run_1/port_nets.png
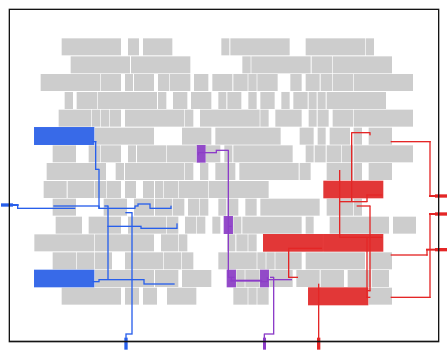
run_1/metal_stack.png
The bar under the picture is 20 µm long.
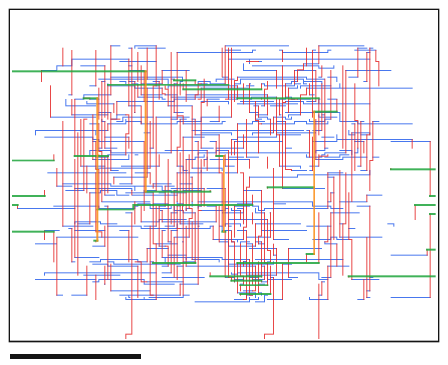
run_1/clock_map.png
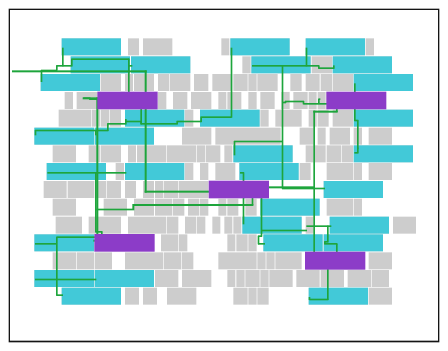
### src/rtl/acq_pkg.sv
// Shared definitions for the symbol acquisition stage: modulation modes,
// default bit-rate divider and the bits-per-symbol rule.
package acq_pkg;

    typedef enum logic [1:0] {
        MODE_BPSK  = 2'd0,
        MODE_QPSK  = 2'd1,
        MODE_8PSK  = 2'd2,
        MODE_16QAM = 2'd3
    } acq_mode_e;

    // 50 MHz system clock, 2 kHz bit rate
    localparam int unsigned DIV_DEFAULT = 32'd25000;

    // Bits per symbol is mode+1, limited to the width of the symbol register
    function automatic int unsigned bits_per_symbol(input int unsigned mode_v,
                                                    input int unsigned max_bits);
        int unsigned nb;
        nb = mode_v + 32'd1;
        if (nb > max_bits) begin
            return max_bits;
        end else begin
            return nb;
        end
    endfunction

endpackage

### src/rtl/acq_tick_gen.sv
// Bit-rate clock enable: one-cycle tick every DIV clk cycles while enabled,
// restarting its phase whenever en is low.
module acq_tick_gen #(
    parameter int unsigned DIV = 32'd25000
) (
    input  logic clk,
    input  logic rst,
    input  logic en,
    output logic tick
);

    localparam int unsigned    CNT_W  = $clog2(DIV);
    localparam logic [CNT_W-1:0] LAST_C = CNT_W'(DIV - 32'd1);
    localparam logic [CNT_W-1:0] PRE_C  = CNT_W'(DIV - 32'd2);
    localparam logic [CNT_W-1:0] ONE_C  = CNT_W'(32'd1);

    logic [CNT_W-1:0] cnt_r;
    logic             tick_r;

    // Counter wraps at DIV-1; tick is registered one cycle early so it is high while cnt_r==DIV-1
    always_ff @(posedge clk or negedge rst) begin
        if (!rst) begin
            cnt_r  <= {CNT_W{1'b0}};
            tick_r <= 1'b0;
        end else if (!en) begin
            cnt_r  <= {CNT_W{1'b0}};
            tick_r <= 1'b0;
        end else begin
            if (cnt_r == LAST_C) begin
                cnt_r <= {CNT_W{1'b0}};
            end else begin
                cnt_r <= cnt_r + ONE_C;
            end
            tick_r <= (cnt_r == PRE_C);
        end
    end

    assign tick = tick_r;

endmodule

### src/rtl/acq_hold_param.sv
// Serial-to-parallel symbol acquisition and hold: collects 1..MAX_BITS bits
// per symbol on bit ticks and holds each completed symbol for the mapper.
module acq_hold_param
    import acq_pkg::*;
#(
    parameter int unsigned MAX_BITS = 32'd4,
    parameter int unsigned DIV      = DIV_DEFAULT,
    parameter int unsigned MODE_W   = 32'd2
) (
    input  logic                clk,
    input  logic                rst,
    input  logic                en,
    input  logic [MODE_W-1:0]   mode,
    input  logic                in,
    output logic [MAX_BITS-1:0] sym_out,
    output logic                sym_valid,
    output logic                bit_tick,
    output logic [MODE_W-1:0]   sym_mode
);

    localparam int unsigned      IDX_W   = (MAX_BITS > 32'd1) ? $clog2(MAX_BITS) : 32'd1;
    localparam logic [IDX_W-1:0] IDX_ONE = IDX_W'(32'd1);

    logic                tick_s;
    logic [IDX_W-1:0]    idx_r;
    logic [IDX_W-1:0]    last_idx_s;
    logic [MAX_BITS-1:0] shift_r;
    logic [MAX_BITS-1:0] sym_r;
    logic [MAX_BITS-1:0] packed_s;
    logic [MODE_W-1:0]   cur_mode_r;
    logic [MODE_W-1:0]   mode_s;
    logic [MODE_W-1:0]   sym_mode_r;
    logic                sym_valid_r;

    acq_tick_gen #(
        .DIV (DIV)
    ) u_tick_gen (
        .clk  (clk),
        .rst  (rst),
        .en   (en),
        .tick (tick_s)
    );

    // Mode in force: the live input at a symbol start, the latched one afterwards
    always_comb begin
        if (idx_r == {IDX_W{1'b0}}) begin
            mode_s = mode;
        end else begin
            mode_s = cur_mode_r;
        end
        last_idx_s = IDX_W'(bits_per_symbol(32'(mode_s), MAX_BITS) - 32'd1);
    end

    // Completed symbol: collected bits below idx, the current input at idx, zeros above
    always_comb begin
        packed_s = {MAX_BITS{1'b0}};
        for (int i = 0; i < int'(MAX_BITS); i++) begin
            if (i < int'(idx_r)) begin
                packed_s[i] = shift_r[i];
            end else if (i == int'(idx_r)) begin
                packed_s[i] = in;
            end else begin
                packed_s[i] = 1'b0;
            end
        end
    end

    // Symbol assembly and hold; dropping en discards any partial symbol
    always_ff @(posedge clk or negedge rst) begin
        if (!rst) begin
            idx_r       <= {IDX_W{1'b0}};
            shift_r     <= {MAX_BITS{1'b0}};
            sym_r       <= {MAX_BITS{1'b0}};
            cur_mode_r  <= {MODE_W{1'b0}};
            sym_mode_r  <= {MODE_W{1'b0}};
            sym_valid_r <= 1'b0;
        end else begin
            sym_valid_r <= 1'b0;
            if (!en) begin
                idx_r   <= {IDX_W{1'b0}};
                shift_r <= {MAX_BITS{1'b0}};
            end else if (tick_s) begin
                if (idx_r == {IDX_W{1'b0}}) begin
                    cur_mode_r <= mode;
                end
                if (idx_r == last_idx_s) begin
                    sym_r       <= packed_s;
                    sym_mode_r  <= mode_s;
                    sym_valid_r <= 1'b1;
                    idx_r       <= {IDX_W{1'b0}};
                    shift_r     <= {MAX_BITS{1'b0}};
                end else begin
                    shift_r[idx_r] <= in;
                    idx_r          <= idx_r + IDX_ONE;
                end
            end
        end
    end

    assign sym_out   = sym_r;
    assign sym_valid = sym_valid_r;
    assign bit_tick  = tick_s;
    assign sym_mode  = sym_mode_r;

endmodule

### config.mk
export PLATFORM = sky130hd
export DESIGN_NAME = acq_hold_param
export DESIGN_NICKNAME = d
export VERILOG_FILES = /design/src/rtl/acq_pkg.sv /design/src/rtl/acq_tick_gen.sv /design/src/rtl/acq_hold_param.sv
export SDC_FILE = /design/constraint.sdc
export NUM_CORES = 1
export LEC_CHECK = 0
export CORE_ASPECT_RATIO = 0.75
export CORE_MARGIN = 3
export CORE_UTILIZATION = 60
export CTS_BUF_LIST = sky130_fd_sc_hd__clkbuf_16
export DETAILED_ROUTE_END_ITERATION = 6
export PLACE_DENSITY_LB_ADDON = 0.2
export SKIP_LAST_GASP = 1
export SLEW_MARGIN = 25
export SYNTH_ARGS = -nofsm -noshare
export SYNTH_HDL_FRONTEND = slang
export SYNTH_SLANG_ARGS = --single-unit
export TNS_END_PERCENT = 100
### constraint.sdc
create_clock -name clk -period 3.1 [get_ports clk]
set_input_delay 0.31 -clock clk [delete_from_list [all_inputs] [get_ports clk]]
set_output_delay 0.31 -clock clk [all_outputs]
set_load 0.05 [all_outputs]
==> changes_impl.md, run 1 <==
### Physical design

* Outcome: completed
* H-tree depth at 2
* I/O Buffers at 13
* Post-Syn Area at between 1500 and 2000 µm²
* # Cells Yosys at ~150
* Hold slack at 416.6 ps
* Rel. slew slack at between 40% and 50%
* Clock Path Buffers at 2
* First-pass GRT wire length at 5582 µm
* # clock sinks at 30
* Gate Count Post-Synth at 154
* Inst Count DP at 198
* Die width at approximately 65 µm
* Seq/Total Area, Yosys at between 40% and 50%
* Routability-driven placement congestion ratio at 0.8383
* Distinct lib cells at 33
* OpenROAD warnings at 31
* Synthesis area per yosys at ~1600 µm²
* Clock period minus worst slack at around 2300 ps
* Vias post-DR at around 1200
* CTS tree: yes
* Area growth, synth to finish at 18.14%
* CTS Buf Count at 5
* Crit path required time at ~3300 ps
* Insertion Delay late pin at about 270 ps
* Post-Layout Cell Count at about 200
* # rows at 15
* Clock skew at 4.501 ps
* Overall routed net length at 3225 µm
* CORE AREA at about 2400 µm²
* Tcrit/Tclk final at about three quarters
* Antenna cell count at 0
* Antenna Nets Post-Route at 0
* Arrival time worst endpoint at roughly 2500 ps
* Synth Warn # at 0
* Vias in the first global route at 1193
* Dpl hpwl at between 2000 and 2500 µm
* Detailed Routing Iterations Pass 1 at 4
* Initial antenna violation count at 0
* Share of cells above drive strength 1 at approximately a tenth
* Worst-path fanout max at 9
* PnR worst setup slack at around 760 ps
* Final #Nets at 184
* Root buf cell: clkbuf_16
* Detailed-route DRC error count at 0
* Flops & latches, synth at 30
* CP Class: reg -> reg
* Pre-CTS setup slack at around 790 ps
* Final setup fails at 0
* Resized cells post-CTS at 0
* CP startpoint kind: flop
* Fin util at about four fifths
* Chip height at 50.53 µm
* R2R cell count at 6
* Max VDD drop at 376.7 µV
* DR vias/cell at between 5 and 6
* Logic cell area at around 780 µm²
* Final Max Tran Viols at 0
* Fin area at between 1500 and 2000 µm²
* Worst slew pin tran at 886.9 ps
* DRT iter0 DRCs at about 110
* Gr ovfl total at 0
* PD cells at roughly 470 nW/µm²
* Total power at roughly 0.0009 W
* WL/cell at 15.66 µm
* Gr usage total at 22.92%
* I/O pin cnt at 14
* Worst hold path type: in -> async
* R2r endpoint: sym_out[1]
## Picture notes: port_nets.png
- blue: `sym_mode` (bits 2; direction output; edge 1 bottom, 1 left; end cells 2; buffers 2; wire 98.8 µm)
- red: `sym_out` (bits 4; direction output; edge 3 right, 1 bottom; end cells 4; buffers 4; wire 124 µm)
- purple: `in` (bits 1; direction input; edge bottom; end cells 4; buffers 1; wire 47.8 µm)

## Picture notes: metal_stack.png
- blue: met1 (wire length 1490 µm)
- red: met2 (wire length 1460 µm)
- green: met3 (wire length 204 µm)
- orange: met4 (wire length 73.4 µm)

## Picture notes: clock_map.png
- green: clock wires (length 401 µm)
- cyan: flip-flops (count 30)
- purple: cells driving clock nets (count 5)
- routed clock nets: 6

[run 1: area by class of cell]
type,instances,area share (%)
Clock buffer,5,6.676
Clock inverter,3,0.6676
Inverter,8,1.602
Multi-Input combinational cell,112,41.39
Sequential cell,30,40.05
Tap cell,34,2.270
Timing Repair Buffer,14,7.343
[run 1: cells in the mapped netlist]
library cell / n / area, µm²
a2bb2oi_1: 1 / 8.760
nand3_1: 8 / 40.04
or4_4: 1 / 11.26
mux2i_1: 1 / 10.01
xnor2_1: 8 / 70.07
and3_1: 1 / 6.260
ha_1: 7 / 87.58
inv_1: 8 / 30.03
o21ai_0: 8 / 40.04
nor3_1: 4 / 20.02
or3_1: 2 / 12.51
a21oi_1: 1 / 5.000
nor4_1: 4 / 25.02
o41ai_4: 1 / 27.53
xnor2_2: 2 / 32.53
mux2_1: 3 / 33.78
nor4b_1: 1 / 8.760
nor2_1: 22 / 82.58
clkbuf_1: 2 / 7.510
nand4_1: 4 / 25.02
nand2b_1: 2 / 12.51
o31ai_1: 1 / 7.510
dfrtp_1: 30 / 750.7
o22ai_1: 3 / 18.77
a21boi_0: 2 / 15.01
xor2_1: 4 / 35.03
nor3_4: 1 / 16.27
nand2_1: 13 / 48.80
o211ai_1: 2 / 15.01
o2bb2a_1: 1 / 10.01
mux2i_2: 2 / 27.53
mux2_2: 2 / 22.52
buf_6: 2 / 22.52
[run 1: logic make-up (layout without fill, tap and decap cells)]
| logic type | Yosys count | count (layout) | share of synthesized area [%] |
|---|---|---|---|
| compound gates | 20 | 20 | 9.306 |
| xor+xnor | 14 | 14 | 8.675 |
| fa+ha+maj | 7 | 7 | 5.520 |
| buf+inv | 12 | 30 | 3.786 |
| flops | 30 | 30 | 47.32 |
| mux | 8 | 8 | 5.915 |
| simple gates | 63 | 63 | 19.48 |
[run 1: worst max path at each step]
stage	from	end	slack (ps)	cells after the start
4_1_cts	idx_r[1]	sym_out[1]	740	6
3_5_place_dp	idx_r[1]	sym_out[1]	790	6
3_3_place_gp	idx_r[1]	sym_out[0]	930	6
5_1_grt	idx_r[1]	sym_out[2]	580	6
2_1_floorplan	idx_r[1]	sym_out[0]	1080	7
6_report	idx_r[1]	sym_out[1]	760	6
[run 1: critical path: stages, from the launching register on]
cell,delay (ps)
dfrtp_1,490
inv_1,160
ha_1,350
mux2i_2,350
xnor2_2,190
nor3_4,310
mux2_1,360
[run 1: state kept, by name (all words and copies together), names as in the netlist]
signal	cells
shift_r	3
idx_r	2
cur_mode_r	2
sym_out	4
u_tick_gen.cnt_r	15
u_tick_gen.tick	1
sym_mode	2
sym_valid	1
[run 1: power by group]
part           internal, W  total [W]  switching [W]
registers         0.000396   0.000401     0.00000502
logic            0.0000144  0.0000392      0.0000249
clock network     0.000289   0.000449       0.000161
total             0.000699   0.000889       0.000191
[run 1: layer usage]
metal  vias to the layer above  routed length (µm)  GRT usage (%)
met5                         -                   0              0
met4                         0                  73          10.69
met3                        10                 204          7.606
met2                        44                1460          32.77
met1                       564                1487          31.43
li1                        567                   -              -
## Run 2: what changed since run 1
--- a/config.mk
+++ b/config.mk
@@ -7,7 +7,7 @@
 export LEC_CHECK = 0
 export CORE_ASPECT_RATIO = 0.75
 export CORE_MARGIN = 3
-export CORE_UTILIZATION = 60
+export CORE_UTILIZATION = 56
 export CTS_BUF_LIST = sky130_fd_sc_hd__clkbuf_16
 export DETAILED_ROUTE_END_ITERATION = 6
 export PLACE_DENSITY_LB_ADDON = 0.2
==> constraint.sdc (replaced) <==
create_clock -name clk -period 2.2 [get_ports clk]
set_input_delay 0.22 -clock clk [delete_from_list [all_inputs] [get_ports clk]]
set_output_delay 0.22 -clock clk [all_outputs]
set_load 0.05 [all_outputs]
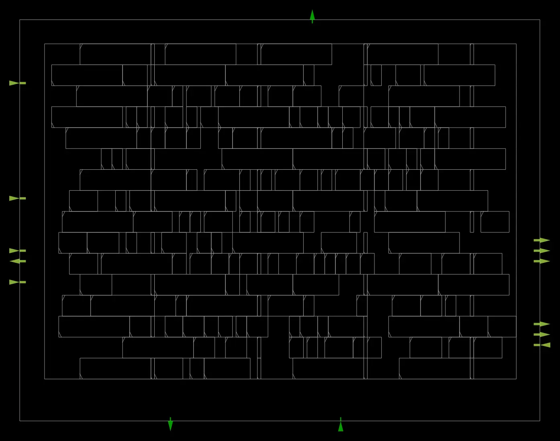
run_2/final_placement.png
CORE AREA: 2663 µm²
fin util: 72.70%

==> run 2 against run 1 <==
- wire length is 0.65% higher
- synthesized cell count did not move
- sequential power is 41% higher
- maximum frequency increased by 15%
- clock power rose by 42%
==> changes_impl.md, run 2 <==
### Physical design

* Clock Path Buffers at 2
* DR vias/cell at between 5 and 6
* Flops & latches, synth at 30
* EDFF count, synth at 0
* Gr usage total at between 20% and 30%
* DRT iter0 DRCs at between 40 and 50
* Dominant flop cell: dfrtp_1
* CTS tree: yes
* Tcrit/Tclk final at just over 90%
* Gr ovfl total at 0
* PD cells at 651.0 nW/µm²
* Max-area cell share at about 47%
* CP startpoint kind: flop
* Initial antenna violation count at 0
* Root buf cell: clkbuf_16
* Worst-path fanout max at 8
* Most used logic cell in the final layout: dfrtp_1
* Dpl hpwl at 2307 µm
* Crit path max-delay family: multiplexers
* Distinct lib cells at 33
* Switch share at between 20 and 25%
* Synthesis area per yosys at around 1600 µm²
* Top cells by area: dfrtp_1 47%, ha_1 5.5%, nor2_1 5.2%
* # Cells Yosys at about 150
* I/O Buffers at 13
* Routability-driven placement congestion ratio at about 0.83
* Number of max-cap violations at 0
* Post-Layout Cell Count at between 200 and 250
* OpenROAD warnings at 31
* Inst Count DP at between 200 and 250
* Setup TNS at 0 ps
* Reg clk slew, reported paths at roughly 50 ps
* Post-Syn Area at around 1600 µm²
* Final Max Tran Viols at 0
* Detailed Routing Iterations Pass 1 at 4
* Synth Warn # at 0
* Share of cells above drive strength 1 at roughly an eighth
* Pin count of the biggest net entering global routing at 31
* Rel. slew slack at between 60% and 70%
* # rows at 16
* First-pass GRT wire length at ~5600 µm
* Achievable frequency at 490.0 MHz
* Clock period minus worst slack at 2041 ps
* Clock skew at approximately 5.7 ps
* FFs w/ async S/R, synth at 100.0%
* Antenna Nets Post-Route at 0
* Net Switching at roughly 0.00027 W
* Crit path required time at about 2400 ps
* WL/cell at 15.24 µm
* Worst slew pin tran at 498.0 ps
* Max FFs per register at 15
* Die width at 67.46 µm
* Antenna cell count at 0
* Leak pwr at 0.8345 nW
* Cell with the most instances after synthesis: dfrtp_1
* Area growth, synth to finish at 22.00%
* Fillers at 192
* Largest register by flop count: u_tick_gen.cnt_r
* CP endpoint kind: flop
* Gate Count Post-Synth at ~150
* Outcome: completed
* Max VDD drop at ~620 µV
* Crit path largest cell delay at between 300 and 400 ps
* Area leader, netlist: dfrtp_1
* Worst hold path type: in -> async
* Post-synth top cells: 30 x dfrtp_1, 22 x nor2_1, 13 x nand2_1
* Insertion Delay late pin at between 200 and 300 ps
* RSZ-0062 raised after global routing: false
* CP Class: reg -> reg
* Seq/Total Area, Yosys at a little under half
* Combinational share of power at ~4.7%
* Final #Nets at 189
* Clock Power Share at between 50% and 60%
* # clock sinks at 30
* I/O pin cnt at 14
* CTS Buf Count at 5
* Avg Cell Area, Syn at approximately 10 µm²
* Overall routed net length at approximately 3200 µm
* Slowest cell on the critical path: dfrtp_1
* H-tree depth at 2
* FP Core Util at 59.59%
* Sequential power share at between 40 and 50%
* Hold Fails Final Rpt at 0
* Cts hold-fix bufs at 0
* Net Count, Synth at roughly 170
* Vias post-DR at approximately 1200
* Chip height at between 50 and 60 µm
* Vias in the first global route at 1180
* Power Internal at roughly 0.001 W
* Most frequent cells in the layout: 30 x dfrtp_1, 22 x nor2_1, 13 x nand2_1, 13 x clkdlybuf4s50_1, 9 x inv_1
* Chip Area at roughly 3500 µm²
* Detailed-route DRC error count at 0
* Final setup fails at 0
* Critical-path cell list: inv_1 > ha_4 > mux2i_4 > xnor2_2 > nor3_4 > mux2_1
* Buf/Inv on CP at 1
* Arrival time worst endpoint at around 2200 ps
## run 2: stage by stage
stage                     total power [W]  hold slack [ps]  utilization (%)  instance area [µm²]  setup slack (ps)
after floorplan                 0.0006005           -75.59                -                 1587             176.1
after global placement          0.0006301            469.7            66.45                 1769             188.8
after detailed placement        0.0006320            473.7            66.45                 1769             20.08
after CTS                        0.001275            355.1            71.71                 1909             76.11
after global routing             0.001309            372.9            72.70                 1936             50.51
final                            0.001260            340.9            72.70                 1936             159.2
## run 2: area by class of cell
| cell class | instances | area (µm²) | area share [%] |
|---|---|---|---|
| clock buffer | 5 | 125.1 | 6.464 |
| clock inverter | 3 | 12.51 | 0.6464 |
| inverter | 8 | 30.03 | 1.551 |
| multi-input combinational | 112 | 797.0 | 41.18 |
| sequential | 30 | 750.7 | 38.78 |
| tap | 36 | 45.04 | 2.327 |
| timing repair buffer | 19 | 175.2 | 9.050 |
## run 2: what timing repair did
action,in CTS,in global routing
pin swaps,0,1
resized,1,2
setup endpoints to repair,1,3
buffers inserted,0,1
## run 2: path summary, 6_finish.rpt
kind	slack, ps	cells past startpoint	from	end
max	160	6	idx_r[0]	sym_out[0]
min	340	2	rst	u_tick_gen.cnt_r[9]
max reg2reg	160	6	idx_r[0]	sym_out[0]
min reg2reg	480	1	sym_out[1]	sym_out[1]
max in group asynchronous	1580	2	rst	u_tick_gen.cnt_r[5]
min in group clk	480	1	sym_out[1]	sym_out[1]
## run 2: routing by layer
layer	wire (µm)	vias to the layer above	part of all wire, %	GRT usage [%]
met3	245	4	7.5	9.071
met4	29	0	0.89	7.071
met2	1422	46	44	32.79
met5	0	-	0	0
li1	-	580	-	-
met1	1548	576	48	29.54
## run 2: cells by family after synthesis
kind of cell | synth area share, %
and+or+nand+nor | 19.48
DFF | 47.32
AOI/OAI and AO/OA | 9.306
xor gates and xnor gates | 8.675
buffers and inverters | 3.786
muxes | 5.915
adders and majority gates | 5.520
## run 2: power groups by stage
stage	combinational, W	sequential [W]	clock (W)
final	0.0000599	0.000564	0.000636
after detailed placement	0.0000590	0.000573	0
after floorplan	0.0000290	0.000572	0
after CTS	0.0000595	0.000564	0.000652
after global routing	0.0000658	0.000564	0.000679
after global placement	0.0000573	0.000573	0
## run 2: worst reg2reg max path, delay by kind of cell (launching register included)
kind	cells	cell delay [ps]
muxes	2	650
DFF	1	380
and+or+nand+nor	1	310
adders and majority gates	1	230
xor gates and xnor gates	1	190
buffers and inverters	1	170
No activity file was given, so power comes from the tool's default toggle rates.
